==> config.mk <==
export PLATFORM = sky130hd
export DESIGN_NAME = fetch_unit
export DESIGN_NICKNAME = d
export VERILOG_FILES = /design/src/rtl/mini_micro_pkg.sv /design/src/rtl/pc_reg.sv /design/src/rtl/fetch_unit.sv
export SDC_FILE = /design/constraint.sdc
export NUM_CORES = 1
export LEC_CHECK = 0
export CAP_MARGIN = 20
export CELL_PAD_IN_SITES_DETAIL_PLACEMENT = 0
export CELL_PAD_IN_SITES_GLOBAL_PLACEMENT = 1
export CORE_UTILIZATION = 31
export CTS_BUF_LIST = sky130_fd_sc_hd__clkbuf_2 sky130_fd_sc_hd__clkbuf_4 sky130_fd_sc_hd__clkbuf_8
export CTS_CLUSTER_DIAMETER = 100
export DETAILED_ROUTE_END_ITERATION = 7
export HOLD_SLACK_MARGIN = 0.03
export PLACE_DENSITY = 0.86
export RECOVER_POWER = 25
export SLEW_MARGIN = 20
export SYNTH_ARGS = -nofsm -noshare
export SYNTH_HDL_FRONTEND = slang
export SYNTH_SLANG_ARGS = --single-unit
==> constraint.sdc <==
create_clock -name clk -period 2.3 [get_ports clk]
set_input_delay 0.345 -clock clk [delete_from_list [all_inputs] [get_ports clk]]
set_output_delay 0.345 -clock clk [all_outputs]
set_load 0.02 [all_outputs]
==> src/rtl/mini_micro_pkg.sv <==
// Shared widths, opcode constants and fetch FSM state type for the mini micro core.
package mini_micro_pkg;

  localparam int unsigned WORD_SIZE   = 32;
  localparam int unsigned OPCODE_SIZE = 5;
  localparam int unsigned ADDR_SIZE   = 8;

  localparam logic [4:0] OPC_NOP  = 5'b00000;
  localparam logic [4:0] OPC_ADD  = 5'b00110;
  localparam logic [4:0] OPC_LOAD = 5'b10011;
  localparam logic [4:0] OPC_HALT = 5'b11111;

  typedef enum logic [1:0] {
    BOOT  = 2'd0,
    FETCH = 2'd1,
    ISSUE = 2'd2,
    HALT  = 2'd3
  } fetch_state_t;

endpackage

==> src/rtl/pc_reg.sv <==
// Program counter: load-target has priority over increment; arithmetic wraps modulo 2^Width.
module pc_reg #(
  parameter int unsigned Width = 8
) (
  input  logic             clk_i,
  input  logic             rst_ni,
  input  logic             load_i,
  input  logic [Width-1:0] target_i,
  input  logic             incr_i,
  output logic [Width-1:0] pc_o
);

  logic [Width-1:0] pc_d, pc_q;

  always_comb begin
    pc_d = pc_q;
    if (load_i) begin
      pc_d = target_i;
    end else if (incr_i) begin
      pc_d = pc_q + Width'(1);
    end
  end

  always_ff @(posedge clk_i or negedge rst_ni) begin
    if (!rst_ni) begin
      pc_q <= '0;
    end else begin
      pc_q <= pc_d;
    end
  end

  assign pc_o = pc_q;

endmodule

==> src/rtl/fetch_unit.sv <==
// Instruction fetch/issue unit with single-outstanding memory handshake and branch redirect.
// Define FETCH_HALT_DETECT_EN to stop fetching after a consumed HALT opcode.
module fetch_unit
  import mini_micro_pkg::*;
#(
  parameter int unsigned word_size   = WORD_SIZE,
  parameter int unsigned opcode_size = OPCODE_SIZE,
  parameter int unsigned addr_size   = ADDR_SIZE
) (
  input  logic                 clk,
  input  logic                 rst,
  output logic                 imem_req,
  output logic [addr_size-1:0] imem_addr,
  input  logic                 imem_rvalid,
  input  logic [word_size-1:0] imem_rdata,
  input  logic                 stall,
  input  logic                 branch_taken,
  input  logic [addr_size-1:0] branch_target,
  output logic [word_size-1:0] instruction,
  output logic                 instr_valid,
  output logic [addr_size-1:0] pc,
  output logic                 halted
);

`ifdef FETCH_HALT_DETECT_EN
  localparam bit HaltDetectEn = 1'b1;
`else
  localparam bit HaltDetectEn = 1'b0;
`endif

  localparam logic [opcode_size-1:0] OpcHalt = opcode_size'(OPC_HALT);

  fetch_state_t         state_d, state_q;
  logic                 discard_d, discard_q;
  logic [word_size-1:0] instr_d, instr_q;
  logic                 valid_d, valid_q;
  logic                 halted_d, halted_q;
  logic                 pc_load, pc_incr;
  logic                 is_halt_op;

  assign is_halt_op = (instr_q[word_size-1 -: opcode_size] == OpcHalt);

  pc_reg #(
    .Width(addr_size)
  ) u_pc_reg (
    .clk_i   (clk),
    .rst_ni  (rst),
    .load_i  (pc_load),
    .target_i(branch_target),
    .incr_i  (pc_incr),
    .pc_o    (pc)
  );

  always_comb begin
    state_d   = state_q;
    discard_d = discard_q;
    instr_d   = instr_q;
    valid_d   = valid_q;
    halted_d  = halted_q;
    pc_load   = 1'b0;
    pc_incr   = 1'b0;
    unique case (state_q)
      BOOT: begin
        state_d = FETCH;
      end
      FETCH: begin
        if (branch_taken) begin
          pc_load = 1'b1;
          valid_d = 1'b0;
          instr_d = '0;
          // A response arriving with the redirect closes the old request.
          discard_d = !imem_rvalid;
        end else if (imem_rvalid) begin
          if (discard_q) begin
            discard_d = 1'b0;
          end else begin
            instr_d = imem_rdata;
            valid_d = 1'b1;
            pc_incr = 1'b1;
            state_d = ISSUE;
          end
        end
      end
      ISSUE: begin
        if (branch_taken) begin
          pc_load = 1'b1;
          valid_d = 1'b0;
          instr_d = '0;
          state_d = FETCH;
        end else if (!stall) begin
          valid_d = 1'b0;
          if (HaltDetectEn && is_halt_op) begin
            halted_d = 1'b1;
            state_d  = HALT;
          end else begin
            state_d = FETCH;
          end
        end
      end
      HALT: begin
        if (branch_taken) begin
          pc_load  = 1'b1;
          instr_d  = '0;
          halted_d = 1'b0;
          state_d  = FETCH;
        end
      end
      default: state_d = BOOT;
    endcase
  end

  always_ff @(posedge clk or negedge rst) begin
    if (!rst) begin
      state_q   <= BOOT;
      discard_q <= 1'b0;
      instr_q   <= '0;
      valid_q   <= 1'b0;
      halted_q  <= 1'b0;
    end else begin
      state_q   <= state_d;
      discard_q <= discard_d;
      instr_q   <= instr_d;
      valid_q   <= valid_d;
      halted_q  <= halted_d;
    end
  end

  assign imem_req    = (state_q == FETCH);
  assign imem_addr   = pc;
  assign instruction = instr_q;
  assign instr_valid = valid_q;
  assign halted      = halted_q;

endmodule

run_1/wires.png
Drawn at 3 px/um. Only two layers are drawn.
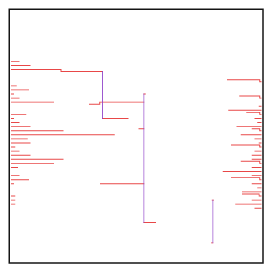
- red: metal 3 (wire length 392 um)
- purple: metal 4 (wire length 72.8 um)
per-cell routed wire length: 12.5 um
Routed WL: 4790 um
DR vias: 1770
Total Routing Usage GR: 0.152

run_1/clocks.png
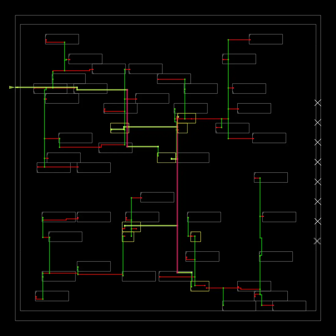
clock skew after layout: 0.00910 ns
final sequential cell count: 44
power drawn by the clock network: 0.000498 W
Clock Buffer Count: 5
source-to-sink clock delay at the later pin of the worst-skew pair: 0.30 ns

run_1/logic_types.png
Drawn at 4 px/um.
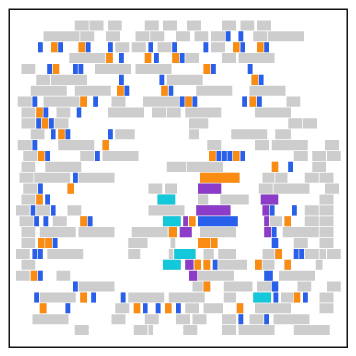
- cyan: fa/ha/maj cells (cells 5; where bottom center)
- orange: aoi and oai cells (cells 47; where widely spread)
- blue: nand cells (cells 79; where widely spread)
- purple: nor cells (cells 10)

run_1/clk_routes.png
Drawn at 6 px/um.
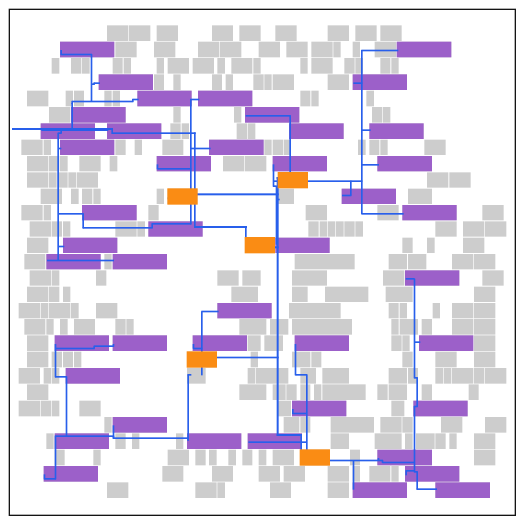
- blue: clock wires (length 566 um)
- orange: clock drivers (count 5)
- purple: flip-flops (count 44)
- flops lie: widely spread
- routed clock nets: 6

==> results.txt, run 1 <==
run results: maximum clock insertion buffer count 2, start point of the critical path state_q[1]$_DFFE_PN0P_, Signal buffers 99, number of multi-input combinational cells in the layout 154, post-cts hold buffer count 0, Critical path destination imem_req, placed wire-length estimate after detailed placement 3440 um, depth of the CTS H-tree 2, leading area contributor after synthesis sky130_fd_sc_hd__dfrtp_1, launching point of the worst reg2reg path state_q[0]$_DFFE_PN0P_, cell-by-cell listing of the critical path inv_1, ha_2, clkdlybuf4s50_1, setup repair after global routing missed its margin false, r2r endpoint instruction[11]$_DFFE_PN0P_, gate count after technology mapping 221, average cell area after synthesis 9.45 um^2, setup slack of the critical path after layout 0.171 ns, required time of the worst setup path 1.96 ns, flip-flop and latch count after synthesis 44, transition time at the pin with the least slew margin 1.12 ns, first-pass GRT wire length 8500 um, sequential logic power 0.00142 W, switching share of power 0.426, Yosys top cell by instances sky130_fd_sc_hd__nand2_1, post-route core utilization 0.493, top cell class by occupied area flip-flops and latches, cell at the slowest stage of the critical path sky130_fd_sc_hd__clkdlybuf4s50_1, y dimension of the die 84.1 um, Power, Total 0.00441 W, biggest cell delay along the critical path 0.65 ns, Max-area cell share 0.527, maximum achievable frequency 470 MHz, predominant post-synthesis flop cell sky130_fd_sc_hd__dfrtp_1, Final min period 2.13 ns, ports placed on the boundary 96, # Cells Yosys 221, pin count of the biggest net entering global routing 61, drt pass-1 iters 6, violated checks DRC, detailed-route DRC error count 16, number of tapcells 77, max_cap viols 0, total number of nets in the final design 356, part of the total power dissipated in sequential elements 0.322, net switching power figure 0.00188 W, Cell Area, Placed 0.00307 mm^2, clock-cell share of area 0.0292, P per Cell Area 1390 mW/mm^2, total number of warnings across the stage logs 29, Worst Hold Class in2async, outcome finished, violations left, overall chip area 0.00707 mm^2, remaining max-slew budget at the tightest pin 0.253, internal power 0.00253 W, growth of design area from synthesis to finish 51.5%, commonest non-fill, non-tap cells in the layout sky130_fd_sc_hd__clkdlybuf4s50_1 (93), sky130_fd_sc_hd__nand2_1 (75), sky130_fd_sc_hd__dfrtp_1 (44), critical path capture point type primary output, fin area 0.00317 mm^2, maximum fanout along the worst path 9, horizontal die size 84.1 um, setup TNS after final layout 0 ns, floorplan core area 0.00642 mm^2, Non-Clock Buffer Area Fraction 0.319, Leak Pwr 1.30 nW, Logic area 860 um^2, Cell area leaders sky130_fd_sc_hd__dfrtp_1 (53%), sky130_fd_sc_hd__nand2_1 (13%), sky130_fd_sc_hd__o21ai_1 (7.2%), sky130_fd_sc_hd__buf_4 (3.2%), sky130_fd_sc_hd__ha_1 (3.0%), Clock Tree Root sky130_fd_sc_hd__clkbuf_8, cts bufs inserted 5, number of nets still failing antenna checks after routing 0, total instance count after detailed placement 376, Hold Slack 0.332 ns, group with the largest share of power combinational cells, Cell Count, Final, Fillers Out 384, share of total power in combinational logic 0.565, Post-CTS Repair Setup Buffers 0, Logic power comb 0.00250 W, clock share of power 0.113, final hold violation count 0
run 1: critical path: cells and delay by family (launching register included):
family | cells | cell delay, ns
flip-flops | 1 | 0.42
buffers and inverters | 2 | 0.74
adder cells (fa/ha/maj) | 1 | 0.32
run 1: logic make-up after synthesis:
group,count (synthesis),share of synthesized area
and+or+nand+nor,91,0.206
AOI/OAI and AO/OA,48,0.130
DFF,44,0.527
buffers and inverters,23,0.0659
xor gates and xnor gates,7,0.0293
adders and majority gates,5,0.0299
muxes,2,0.0102
other,1,0.00179
run 1: per-layer routing:
metal | vias up | GRT usage | routed length, um
li1 | 889 | - | -
met1 | 809 | 0.185 | 2030
met2 | 63 | 0.250 | 2300
met3 | 9 | 0.0524 | 391
met4 | 0 | 0.0517 | 72
met5 | - | 0 | 0
==> run 2: changes to the inputs <==
Settings changed: PLACE_DENSITY 0.86 to 0.85, SYNTH_HIERARCHICAL set to 1.
run_2/clk_routes.png
Drawn at 6 px/um.
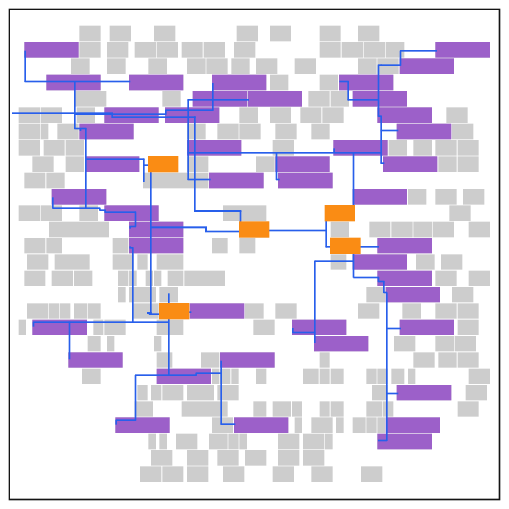
- orange: clock drivers (count 5)
- blue: clock wires (length 518 um)
- purple: flip-flops (count 44)
- flops lie: widely spread
source-to-sink clock delay at the later pin of the worst-skew pair: 0.29 ns
clock skew after layout: 0.00921 ns
power drawn by the clock network: 0.000603 W
clock share of power: 0.160

run_2/io_placement.png
Drawn at 4 px/um. Pins as bars across the die edge, other pins in gray.
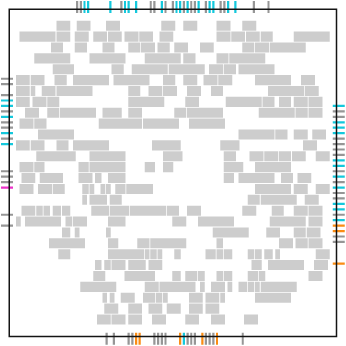
- cyan: imem_rdata (pins 32; direction input; edge 15 top, 11 right, 5 left, 1 bottom)
- orange: pc (pins 8; direction output; edge 5 bottom, 3 right)
- magenta: stall (pins 1; direction input; edge left)
- all pins by edge: 30 top, 27 right, 21 bottom, 18 left
horizontal die size: 81.5 um
y dimension of the die: 81.5 um
count of input and output buffers: 94

==> run 2 against run 1 <==
Against the previous run:
- the flow now finishes without violations
- non-clock buffer count grew 2
- register-to-register slack lost 0.23 ns
- core utilization grew 1.8 points
- synthesized area shrank 6.3%
- cell count shrank 15%
- worst setup slack lost 0.017 ns
- flip-flop count is the same
- die size shrank 6.2%
- combinational power shrank 24%
- synthesized cell count shrank 28%
- clock power grew 21%
- critical path type unchanged
- largest cell class unchanged
==> results.txt, run 2 <==
run results: Clock Tree Root sky130_fd_sc_hd__clkbuf_8, outcome complete, no violations, Stages on worst setup path 3 (unchanged), top metal layer carrying routed signals met4, worst path bufs/invs 2 (unchanged), total number of nets in the final design 299 (-16%), metal2 WL 2190 um (-4.9%), share of total power in combinational logic 0.505 (-0.060), growth of design area from synthesis to finish 56.4%, length of routed met3 wiring 296 um (-24%), detailed-routing wirelength on met1 2140 um (+5.2%), top cell class by occupied area flip-flops and latches, overall chip area 0.00663 mm^2 (-6.2%), internal power 0.00232 W (-8.6%), clock-cell share of area 0.0376 (+0.00836), total number of warnings across the stage logs 29 (unchanged), max_cap viols 0 (unchanged), fin area 0.00306 mm^2 (-3.3%), depth of the CTS H-tree 2 (unchanged), setup slack of the critical path after layout 0.155 ns (-0.0166 ns), Signal buffers 101 (+2.0%), Clock Buffer Count 5 (unchanged), Logic area 732 um^2 (-15%), maximum clock insertion buffer count 2 (unchanged), Cell Area, Placed 0.00293 mm^2 (-4.6%), Logic power comb 0.00190 W (-24%), post-cts hold buffer count 0 (unchanged), maximum fanout along the worst path 7 (-2), Cell area leaders sky130_fd_sc_hd__dfrtp_1 (56%), sky130_fd_sc_hd__a22o_1 (14%), sky130_fd_sc_hd__buf_4 (3.8%), sky130_fd_sc_hd__ha_1 (3.2%), sky130_fd_sc_hd__nand2_1 (2.1%), post-route core utilization 0.511 (+0.0180), total instance count after detailed placement 316 (-16%), part of the total power dissipated in sequential elements 0.335 (+0.013), Leak Pwr 1.32 nW (+1.5%), cell-by-cell listing of the critical path inv_1, ha_1, clkdlybuf4s50_1, Most Crowded Layer GR met2, cell at the slowest stage of the critical path sky130_fd_sc_hd__clkdlybuf4s50_1
[run 2: final timing paths]
kind / endpoint / slack, ns
max in group asynchronous: instruction[26]$_DFFE_PN0P_ / 1.20
min in group clk: instruction[20]$_DFFE_PN0P_ / 0.50
setup reg to reg: instruction[27]$_DFFE_PN0P_ / 0.21
hold / removal: instruction[13]$_DFFE_PN0P_ / 0.32
hold reg to reg: instruction[20]$_DFFE_PN0P_ / 0.50
setup / recovery: imem_req / 0.15
[run 2: cells by family after synthesis]
family / Yosys count / share of synthesized area
XOR/XNOR: 4 / 0.0179
multiplexers: 1 / 0.00512
adder cells (fa/ha/maj): 5 / 0.0320
AND/OR/NAND/NOR: 33 / 0.108
flip-flops: 44 / 0.563
buffers and inverters: 21 / 0.0729
AND-OR/OR-AND: 50 / 0.199
other: 1 / 0.00192
Power figures rest on the tool's default switching activity, not on a simulated workload.
